`src/rtl/mem_port_arbiter.sv`:
```
// Arbitrates instruction-fetch and data accesses onto a single shared memory port.
// Data accesses win ties, but a waiting fetch is forced through after STARVE_LIM data grants.
module mem_port_arbiter #(
    parameter int ADDR_W     = 32,
    parameter int DATA_W     = 32,
    parameter int STARVE_LIM = 4
) (
    input  logic              clk,
    input  logic              rst,

    input  logic              if_req,
    input  logic [ADDR_W-1:0] if_addr,
    output logic [DATA_W-1:0] if_rdata,
    output logic              if_ready,
    output logic              if_stall,

    input  logic              dm_req,
    input  logic              dm_we,
    input  logic [ADDR_W-1:0] dm_addr,
    input  logic [DATA_W-1:0] dm_wdata,
    output logic [DATA_W-1:0] dm_rdata,
    output logic              dm_ready,
    output logic              dm_stall,

    output logic              mem_req,
    output logic              mem_we,
    output logic [ADDR_W-1:0] mem_addr,
    output logic [DATA_W-1:0] mem_wdata,
    input  logic [DATA_W-1:0] mem_rdata,
    input  logic              mem_ack
);

    typedef enum logic [1:0] {
        IDLE,
        SERVE_IF,
        SERVE_DM
    } state_t;

    localparam logic [3:0] STARVE_MAX = 4'(STARVE_LIM);

    state_t            state, state_nxt;
    logic [3:0]        starve_cnt, starve_nxt;
    logic              mem_req_nxt, mem_we_nxt;
    logic [ADDR_W-1:0] mem_addr_nxt;
    logic [DATA_W-1:0] mem_wdata_nxt;
    logic [DATA_W-1:0] if_rdata_nxt, dm_rdata_nxt;
    logic              if_ready_nxt, dm_ready_nxt;
    logic              grant_if, grant_dm;

    assign if_stall = if_req && !if_ready;
    assign dm_stall = dm_req && !dm_ready;

    always_ff @(posedge clk) begin
        if (rst) begin
            state      <= IDLE;
            starve_cnt <= 4'd0;
            mem_req    <= 1'b0;
            mem_we     <= 1'b0;
            mem_addr   <= '0;
            mem_wdata  <= '0;
            if_rdata   <= '0;
            dm_rdata   <= '0;
            if_ready   <= 1'b0;
            dm_ready   <= 1'b0;
        end else begin
            state      <= state_nxt;
            starve_cnt <= starve_nxt;
            mem_req    <= mem_req_nxt;
            mem_we     <= mem_we_nxt;
            mem_addr   <= mem_addr_nxt;
            mem_wdata  <= mem_wdata_nxt;
            if_rdata   <= if_rdata_nxt;
            dm_rdata   <= dm_rdata_nxt;
            if_ready   <= if_ready_nxt;
            dm_ready   <= dm_ready_nxt;
        end
    end

    always_comb begin
        state_nxt     = state;
        starve_nxt    = starve_cnt;
        mem_req_nxt   = mem_req;
        mem_we_nxt    = mem_we;
        mem_addr_nxt  = mem_addr;
        mem_wdata_nxt = mem_wdata;
        if_rdata_nxt  = if_rdata;
        dm_rdata_nxt  = dm_rdata;
        if_ready_nxt  = 1'b0;
        dm_ready_nxt  = 1'b0;
        grant_if      = 1'b0;
        grant_dm      = 1'b0;

        case (state)
            IDLE: begin
                // The ready-pulse cycle is skipped so a completed requester's lingering req is not re-granted.
                if (!if_ready && !dm_ready) begin
                    grant_dm = dm_req && !(if_req && starve_cnt == STARVE_MAX);
                    grant_if = if_req && !grant_dm;
                end
                if (grant_dm) begin
                    state_nxt     = SERVE_DM;
                    mem_req_nxt   = 1'b1;
                    mem_we_nxt    = dm_we;
                    mem_addr_nxt  = dm_addr;
                    mem_wdata_nxt = dm_wdata;
                    if (if_req && starve_cnt < STARVE_MAX)
                        starve_nxt = starve_cnt + 4'd1;
                end else if (grant_if) begin
                    state_nxt     = SERVE_IF;
                    mem_req_nxt   = 1'b1;
                    mem_we_nxt    = 1'b0;
                    mem_addr_nxt  = if_addr;
                    starve_nxt    = 4'd0;
                end
            end
            SERVE_IF: begin
                if (mem_ack) begin
                    state_nxt    = IDLE;
                    mem_req_nxt  = 1'b0;
                    if_rdata_nxt = mem_rdata;
                    if_ready_nxt = 1'b1;
                end
            end
            SERVE_DM: begin
                if (mem_ack) begin
                    state_nxt    = IDLE;
                    mem_req_nxt  = 1'b0;
                    dm_ready_nxt = 1'b1;
                    if (!mem_we)
                        dm_rdata_nxt = mem_rdata;
                end
            end
            default: begin
                state_nxt   = IDLE;
                mem_req_nxt = 1'b0;
            end
        endcase
    end

endmodule
```
`config.mk`:
```
export PLATFORM = sky130hd
export DESIGN_NAME = mem_port_arbiter
export DESIGN_NICKNAME = d
export VERILOG_FILES = /design/src/rtl/mem_port_arbiter.sv
export SDC_FILE = /design/constraint.sdc
export NUM_CORES = 1
export LEC_CHECK = 0
export CAP_MARGIN = 20
export CORE_UTILIZATION = 44
export CTS_CLUSTER_SIZE = 8
export DETAILED_ROUTE_END_ITERATION = 6
export PLACE_DENSITY = 0.86
export REMOVE_ABC_BUFFERS = 1
export SLEW_MARGIN = 20
export SYNTH_ARGS = -nofsm -noshare
export SYNTH_HDL_FRONTEND = slang
export SYNTH_SLANG_ARGS = --single-unit
```
`constraint.sdc`:
```
create_clock -name clk -period 5.05 [get_ports clk]
set_clock_uncertainty 0.15 [all_clocks]
set_input_delay 0.505 -clock clk [delete_from_list [all_inputs] [get_ports clk]]
set_output_delay 0.505 -clock clk [all_outputs]
set_load 0.01 [all_outputs]
```
Run 1, routing congestion map:
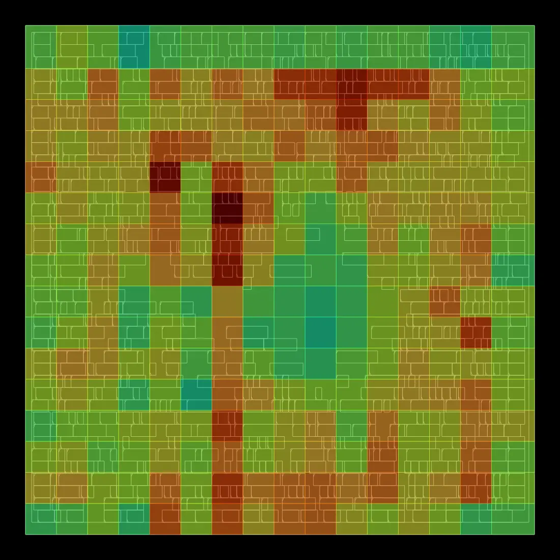
met2 track demand over resource in global routing: 45.0%
met3 track utilization from global routing: 6.32%
post-DR wirelength/cell: 14.8 um

Run 1, placement density heat map:
Bar = 20 um. 11 x 11 tiles, from dark blue (low) to red (high), 0 to 100% covered.
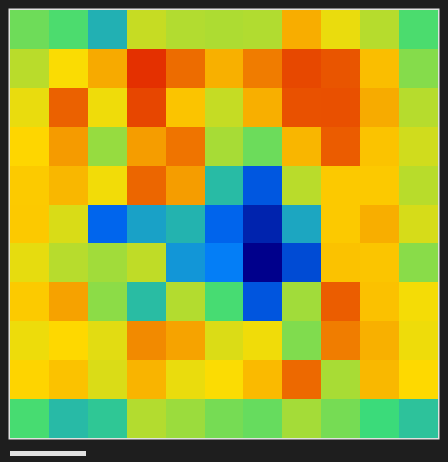
emptiest ninth of the die: centre
nearly empty tiles: 0.80%
mean over tiles: 67%
fullest tile: 95%
core region area: 12000 um2
Util after Layout: 72.4%
FP Util: 45.2%

==> results.txt, run 1 <==
Notes on the physical design

The half-perimeter wire length of the detailed placement result is 10.6 mm. The clock sink count is between 100 and 150. 268 I/O pins were placed. The total cells reported by yosys after synthesis is between 600 and 700. Per the layout area report, the combinational gate area comes to ~2400 um2. Yosys attributes the largest share of cell area to dfxtp_1, nand2_1, a21oi_1, a311oi_2, nor2_1.

The timing report shows that the slowest cell on the worst path is nor2b_4. TritonCTS built the clock tree. The power consumption is 3.36 mW.

The final report gives the standard cell area, fillers excluded, as 8700 um2. The pin closest to its max-slew limit shows a slew of 1.01 ns. Across the whole layout, multi-input logic makes up 27.5% of the cell area. Row generation in the floorplan step produced 40 rows. The clock network latency to the later pin of the worst-skew pair is 0.41 ns. The sum of negative setup slack is 0 ns. Summed over all nets, wire length on met3 after detailed routing comes to 958 um. Internal power comes to 2.42 mW. The kind of critical path is reg2reg. The largest share of the power goes to the clock network.

The upper clock frequency limit is 349 MHz. The area share of the largest cell type after synthesis is 50.9%. Across all setup checks in the final design, the least slack found is 2.18 ns.

The layout-stage area growth over the synthesis result is 60.4%. The number of antenna violations at the first check in global routing is 0. Measured along the x axis, the die boundary spans 113 um.

The power in the clock group is 1.29 mW. The power report lists the sequential group at 1.27 mW. The first global-routing pass estimated 25.1 mm of wire. The master cell of the clock root buffer is clkbuf_16.

In this run the worst hold path is classified as reg2reg. The post-placement cell area is 8080 um2. Combinational logic is responsible for 24.0% of the overall power. The non-clock buffer total of the final layout is about 280. Across all hold checks on the routed design, the worst slack comes to around 0.30 ns.

Hold-check failures listed in the final report amount to 0. The sort of element at the start of the critical path is a register. The tapcell count is approximately 150. The gate count of the mapped netlist is 659. The area of the synthesized netlist per yosys stat is approximately 5400 um2. The clock-pin slew on the worst setup and hold paths is roughly 0.06 ns. The timing report notes that buffer and inverter cells on the critical path total 2. Before any placement, the netlist area is recorded as 5430 um2. The portion of total power attributed to sequential cells is 37.7%. 465 cells are multi-input combinational gates.

The count of nets left with antenna violations after detail routing is 0. The number of warnings printed during yosys synthesis is 0. The cell area power density is 387 nW/um2.

Listed in order, past its start point the critical path passes inv_1 -> ha_1 -> nor3b_2 -> nor2b_4 -> buf_4 -> nor2_1 -> a311oi_2. The number of buffers added on ports is 267. The leakage power figure is roughly 3.1 nW. The pre-CTS setup check shows a worst slack of 1.90 ns. The global placer's final weighted congestion is roughly 0.83.

Summed over all nets, wire length on met2 after detailed routing comes to 7.97 mm. The worst-path maximum fanout is 36. The relative slew slack is 32.4%. Detailed-route iteration 0 reported a violation count of 336. The flow ran to the end, and the final reports show no timing, DRC or antenna violations. The cell class ranked first by area is registers.

The number of CTS-inserted buffers is 17. The fraction of area in clock buffers and inverters is 7.12%. The post-synthesis async set-or-reset flop share is 0%. The reported combinational group power is 807 uW. The via count of the first global-routing pass is 5171.

In the routed layout, each cell is associated on average with a via count of 5.05. The largest area contributor in the synthesized netlist is dfxtp_1. The most popular library cell in the synthesized design by count is nand2_1.

The main flop type after synthesis is dfxtp_1. Dividing the synthesized area by the synthesized cell count gives 8.23 um2. No sink is reached through more buffers than the 2 on the longest clock path. Summing over every cut layer, the via total after detailed routing is 5353. Across the whole layout, storage elements account for 2760 um2. The depth of the CTS H-tree is 4. The repair_antennas step left the layout with diodes totalling 0. In this run, synthesis inferred 0 flip-flops with an integrated enable. Summed over all nets, the switching power comes to approximately 940 uW. The final layout contains routed wiring with a total length of between 15 and 20 mm. The final-report max-slew violation count is 0. Data on the critical path arrives at its endpoint at approximately 3.0 ns. The number of distinct standard cells referenced by the synthesized netlist is 31. The floorplan step defined a die boundary enclosing 12800 um2. For this run, the number of standard cells in the final layout without fillers is 1061. The fraction of final cell area spent on non-clock buffers in this run is 31.4%. The overflow left after global routing is 0.

Among all stages on the critical path, the maximum delay recorded is 0.83 ns. OpenROAD reports that the post-layout worst path occupies 56.8% of the period. The share of the final layout cell area in sequential cells is 31.8%. The maximum VDD drop is 0.230 mV. The routing layer with the top usage in global route is met2.
Run 1, wire density map:
Bar = 20 um. 23 x 23 tiles, from dark blue (low) to red (high), scaled to the fullest tile. Values are wire area over tile area, all layers added.
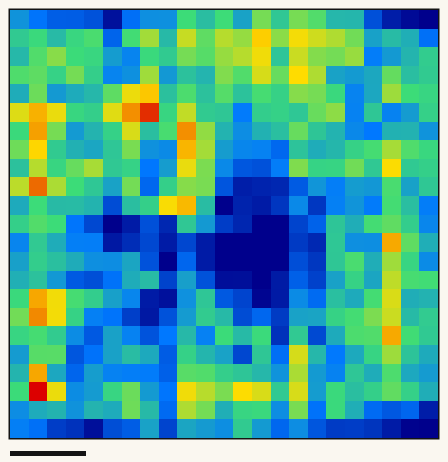
fullest tile: 0.50
nearly empty tiles: 3.4%
emptiest ninth of the die: centre
mean over tiles: 0.20

-- run 1: logic make-up after synthesis --
logic type | Yosys count | synth area share, %
compound gates | 145 | 19.9
simple gates | 315 | 22.8
buf+inv | 56 | 5.21
fa+ha+maj | 5 | 1.15
flops | 138 | 50.9
-- run 1: worst paths after layout --
check	cells after the start	startpoint	slack [ns]	to
hold reg to reg	2	dm_rdata[11]	0.30	dm_rdata[11]
setup / recovery	7	state[0]	2.18	mem_addr[19]
setup reg to reg	7	state[0]	2.18	mem_addr[19]
hold / removal	2	dm_rdata[11]	0.30	dm_rdata[11]
-- run 1: tightest hold or removal path: stages (launching register included) --
cell     delay [ns]
dfxtp_1        0.31
nand2_1        0.05
a21oi_1        0.05
Run 1, placement by cell class:
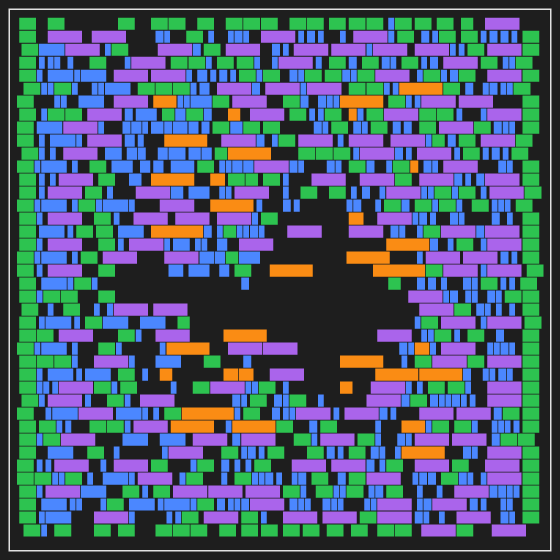

--- run 2 (diff from run 1) ---
- CORE_UTILIZATION: 44 -> 36
- PLACE_DENSITY: 0.86 -> 0.76
- clock period: 5.05 -> 2.5 ns (I/O delays scaled with it)
Run 2, placement by cell class:
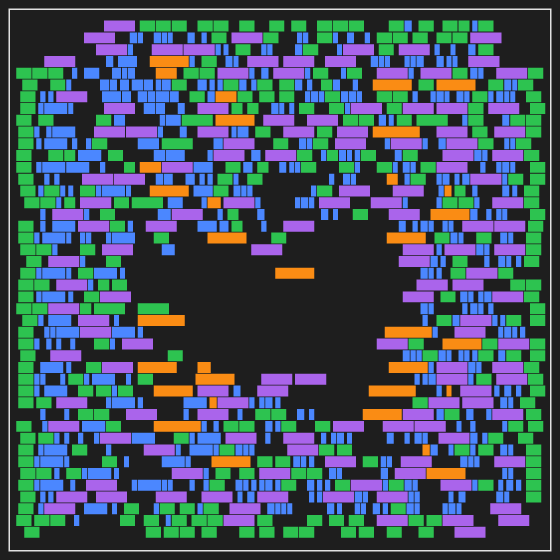
| class | colour | cells | share of their area |
|---|---|---|---|
| remaining buffers and delay cells | green | 286 | 33% |
| combinational and other logic | blue | 469 | 28% |
| clock drivers and dummy loads | orange | 32 | 7.6% |
| sequential cells | purple | 138 | 32% |
number of rows created at floorplan: 44
core region area: 14600 um2
final standard cell area without fillers: 8950 um2
Seq/total area: 30.9%
Util after Layout: 61.1%

Run 2, drive-strength map:
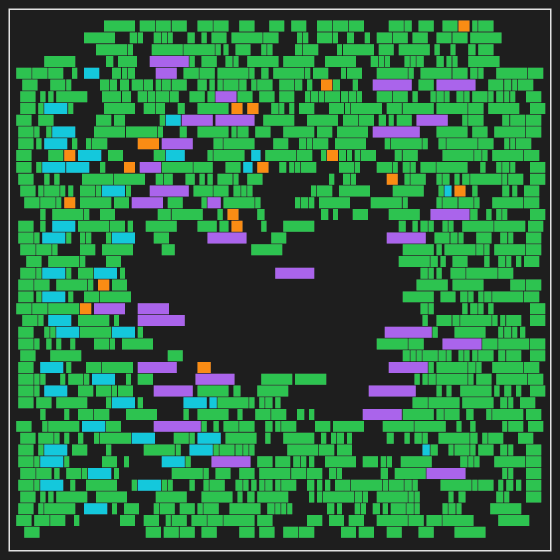
| size | colour | cells | share |
|---|---|---|---|
| _6 and larger | purple | 32 | 3.5% |
| _0 and _1 cells | green | 836 | 90% |
| _2 cells | cyan | 40 | 4.3% |
| _3 and _4 cells | orange | 17 | 1.8% |

==> results.txt, run 2 <==
Notes on the physical design

Result of the run: finished, violations left (was finished, final reports clean). The checks that failed: design-rule violations. The gate count of the mapped netlist is 659 (unchanged). The number of cells on the worst hold path came to 2 (unchanged). The met2 global-route usage is 36.8% (was 45.0%). The number of buffers added on ports is 267 (unchanged). The half-perimeter wire length of the detailed placement result is 11.2 mm (was 10.6 mm). The post-detailed-route via-to-cell ratio is 4.85 (was 5.05).

The measured slew at the worst slew-check pin came to 0.673 ns (was 1.01 ns). The post-placement cell area is 8290 um2 (was 8080 um2). The count of nets left with antenna violations after detail routing is 0 (unchanged). The part of the cycle the worst path needs came to 89.1% (was 56.8%). The number of vias in the routed layout is 5381 (was 5353).

The critical path launch point is state[1] (was state[0]). The worst path buffer plus inverter count was 2 (unchanged). The relative slew slack is 55.1% (was 32.4%). The slowest stage cell on the critical path is and3_1 (was nor2b_4). The overflow left after global routing came to 0 (unchanged). The total die area is 15600 um2 (was 12800 um2). The internal reg-to-reg setup slack is 0.27 ns (was 2.18 ns).

The violation tally from detailed-route iteration zero was 310 (was 336). The routed length on met3 is 1.24 mm (was 958 um). The aggregate routed wire length is 16.1 mm (was 15.7 mm). The area of the synthesized netlist per yosys stat came to 5430 um2 (unchanged). The pre-CTS setup slack is 0.295 ns (was 1.90 ns).

The count of unresolved DRC violations after routing came to 35 (was 0). The end of the critical path is mem_wdata[9] (was mem_addr[19]). The per-instance average area after synthesis was 8.23 um2 (unchanged). The number of cells on the critical path is 7 (unchanged). The sum of negative setup slack is 0 ns (unchanged). The fraction of met3 tracks used by global routing is 6.49% (was 6.32%). The clock network latency to the later pin of the worst-skew pair is 0.42 ns (was 0.41 ns). The global placer's final weighted congestion is 0.775 (was 0.826). The worst hold path startpoint was rst (was dm_rdata[11]). The signal arrival time at the worst endpoint is 2.42 ns (was 3.03 ns).

The clock-pin slew on the worst setup and hold paths was 0.06 ns (about the same). The routing layer with the top usage in global route is met2 (unchanged). The class of the tightest hold or removal check was in2reg (was reg2reg). Cell types occupying the most area after synthesis: dfxtp_1, nand2_1, a21oi_1, a311oi_2, nor2_1 (unchanged). The wire length on met2 is 7.82 mm (was 7.97 mm).

The worst reg2reg path startpoint is state[1] (was state[0]). The post-synth design cell area is 5430 um2 (unchanged). The number of warnings printed during yosys synthesis came to 0 (unchanged). The floorplan utilization is 37.0% (was 45.2%). The count of library flops with an enable pin came to 0 (unchanged).
-- run 2: area by class of cell --
| class | instances | area [um2] | share of cell area [%] |
|---|---|---|---|
| clock buffer | 21 | 470 | 5.26 |
| clock inverter | 11 | 190 | 2.13 |
| inverter | 4 | 15.0 | 0.168 |
| multi-input combinational | 465 | 2390 | 26.7 |
| sequential | 138 | 2760 | 30.9 |
| tap | 184 | 230 | 2.57 |
| timing repair buffer | 286 | 2890 | 32.3 |
-- run 2: cell families after synthesis --
kind of cell,synth area share (%)
and+or+nand+nor,22.8
AOI/OAI and AO/OA,19.9
DFF,50.9
buffers and inverters,5.21
adders and majority gates,1.15
-- run 2: where the power goes --
part	switching, mW	internal [mW]
Sequential	0.122	2.43
Combinational	0.824	0.908
Clock	0.939	1.85
Run 2, wire density map:
Bar = 20 um. 25 x 25 tiles, from dark blue (low) to red (high), scaled to the fullest tile. Values are wire area over tile area, all layers added.
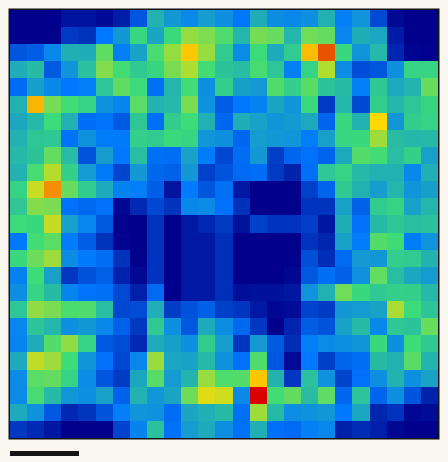

--- run 3 (diff from run 2) ---
==> constraint.sdc (replaced) <==
create_clock -name clk -period 2.5 [get_ports clk]
set_clock_uncertainty 0.15 [all_clocks]
set_input_delay 0.625 -clock clk [delete_from_list [all_inputs] [get_ports clk]]
set_output_delay 0.625 -clock clk [all_outputs]
set_load 0.1 [all_outputs]
Run 3, wire density map:
Bar = 20 um. 25 x 25 tiles, from dark blue (low) to red (high), scaled to the fullest tile. Values are wire area over tile area, all layers added.
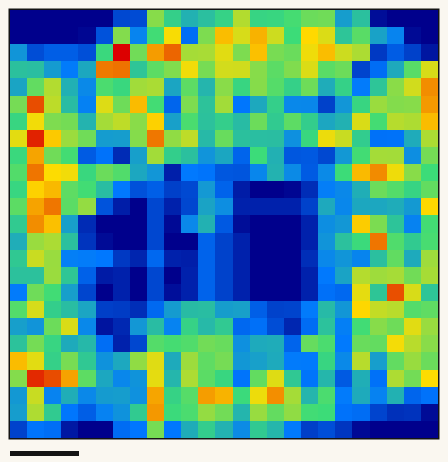
mean over tiles: 0.16
nearly empty tiles: 8.6%
emptiest ninth of the die: centre
tiles over half the peak: 37%
densest ninth of the die: top centre
fullest tile: 0.41
global-route usage over all layers: 20.7%
post-DR wirelength/cell: 14.0 um

==> results.txt, run 3 <==
Notes on the physical design

Result of the run: finished, violations left (unchanged). Failing checks: design-rule violations (unchanged). The count of nets left with antenna violations after detail routing is 0 (unchanged). The worst reg2reg path depth is 7 (unchanged). The total die area is 15600 um2 (unchanged).

The kind of critical path is in2out (was reg2reg). The master cell of the clock root buffer is clkbuf_16 (unchanged). The dominant non-sequential cell family after synthesis was simple AND/OR/NAND/NOR gates (unchanged).

The area share of the largest cell type after synthesis is 50.9% (unchanged). The number of cell rows came to 44 (unchanged). The gate count of the mapped netlist is 659 (unchanged). The non-filler instance count after layout came to 1105 (was 1109). The part of the cycle the worst path needs is 96.7% (was 89.1%). The leakage power figure is 3.46 nW (was 3.25 nW).

The area fraction in full adders, half adders and majority gates is 1.15% (unchanged). The relative slew slack came to 55.5% (was 55.1%). The per-instance average area after synthesis is 8.23 um2 (unchanged). The pre-CTS setup slack was 0.0903 ns (was 0.295 ns). The half-perimeter wire length of the detailed placement result was 10.8 mm (was 11.2 mm).

The post-route standard cell area excluding fillers was 8570 um2 (was 8950 um2). The global-route wire length before repair is 25.5 mm (was 26.4 mm). The final-report max-slew violation count is 0 (unchanged). The signal arrival time at the worst endpoint is 1.64 ns (was 2.42 ns). The post-placement cell area was 8000 um2 (was 8290 um2). The area of the core region came to 14600 um2 (unchanged).

The number of antenna violations at the first check in global routing came to 0 (unchanged). The number of buffers added on ports was 267 (unchanged). The number of cells on the worst hold path is 2 (unchanged). The number of top-level pins was 268 (unchanged). The depth of the CTS H-tree is 4 (unchanged).

The total cells reported by yosys after synthesis is 659 (unchanged). The count of unresolved DRC violations after routing is 34 (was 35). The end point of the most critical hold path is if_rdata[12] (was mem_we). The wire length on met2 came to 7.77 mm (was 7.82 mm).

The number of antenna repair diodes was 0 (unchanged). The class of the tightest hold or removal check is reg2reg (was in2reg). The aggregate routed wire length is 15.5 mm (was 16.1 mm). The multi-input gate area in the final layout was 2390 um2 (unchanged).

The count of library flops with an enable pin is 0 (unchanged). The largest buffer count on any clock path is 2 (unchanged). The simple-gate area share of the yosys netlist is 22.8% (unchanged). The clock-pin slew on the worst setup and hold paths is 0.06 ns (about the same). The largest area contributor in the synthesized netlist is dfxtp_1 (unchanged). The routed length on met3 is 1.17 mm (was 1.24 mm). The multiplexer share of the synthesized area is 0% (unchanged). The worst-path maximum fanout was 6 (was 14).

The sort of element at the start of the critical path is a primary input (was register). The xor/xnor cell area share of the yosys netlist is 0% (unchanged). The most popular library cell in the synthesized design by count is nand2_1 (unchanged).

The CTS tree is built (unchanged). The main flop type after synthesis was dfxtp_1 (unchanged). The met2 global-route usage was 36.1% (was 36.8%). The area of the synthesized netlist per yosys stat is 5430 um2 (unchanged).

The post-detailed-route via-to-cell ratio was 4.78 (was 4.85). The number of distinct standard cells referenced by the synthesized netlist was 31 (unchanged). The worst reg2reg path startpoint is state[1] (unchanged). The power consumption is 8.10 mW (was 7.08 mW). The upper clock frequency limit is 414 MHz (was 449 MHz). The global placer's final weighted congestion is 0.748 (was 0.775). The clock network latency to the later pin of the worst-skew pair came to 0.41 ns (was 0.42 ns). The worst hold path startpoint is if_rdata[12] (was rst).
Run 3, drive-strength map:
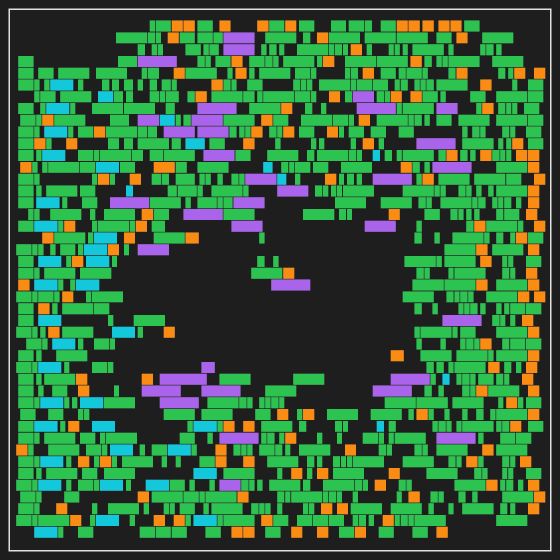
| size | colour | cells | share |
|---|---|---|---|
| _0 and _1 cells | green | 702 | 76% |
| _2 cells | cyan | 41 | 4.5% |
| _3 and _4 cells | orange | 143 | 16% |
| _6 and larger | purple | 35 | 3.8% |
Signal buffers: 282
Layout Area Growth over Synthesis: 58.0%
post-layout worst setup margin: 0.0836 ns

==> run 3: cell types whose count changed in the layout (fill, tap and decap cells not counted), sizes merged <==
cell           previous run  this run
bufinv                    5         1
clkbuf                   21        22
clkinvlp                  1         2
buf                      20       150
clkdlybuf4s50           266       132
clkinv                    4         6
==> run 3: cell type report <==
cell class                 instances  share of cell area [%]
clock buffer                      22                    5.65
inverter                           4                   0.175
clock inverter                    10                    1.07
sequential                       138                    32.2
tap                              184                    2.69
timing repair buffer             282                    30.3
multi-input combinational        465                    27.9
==> run 3: power by group <==
part,internal (mW),switching (mW)
sequential,2.44,0.129
clock,1.47,0.923
combinational,0.821,2.32
total,4.73,3.37
==> run 3: worst max-delay path, cell delays in order <==
cell and delay [ns]:
clkdlybuf4s50_1 0.56, nor2b_1 0.25, buf_12 0.20
Power is estimated from default activity; no workload was simulated.
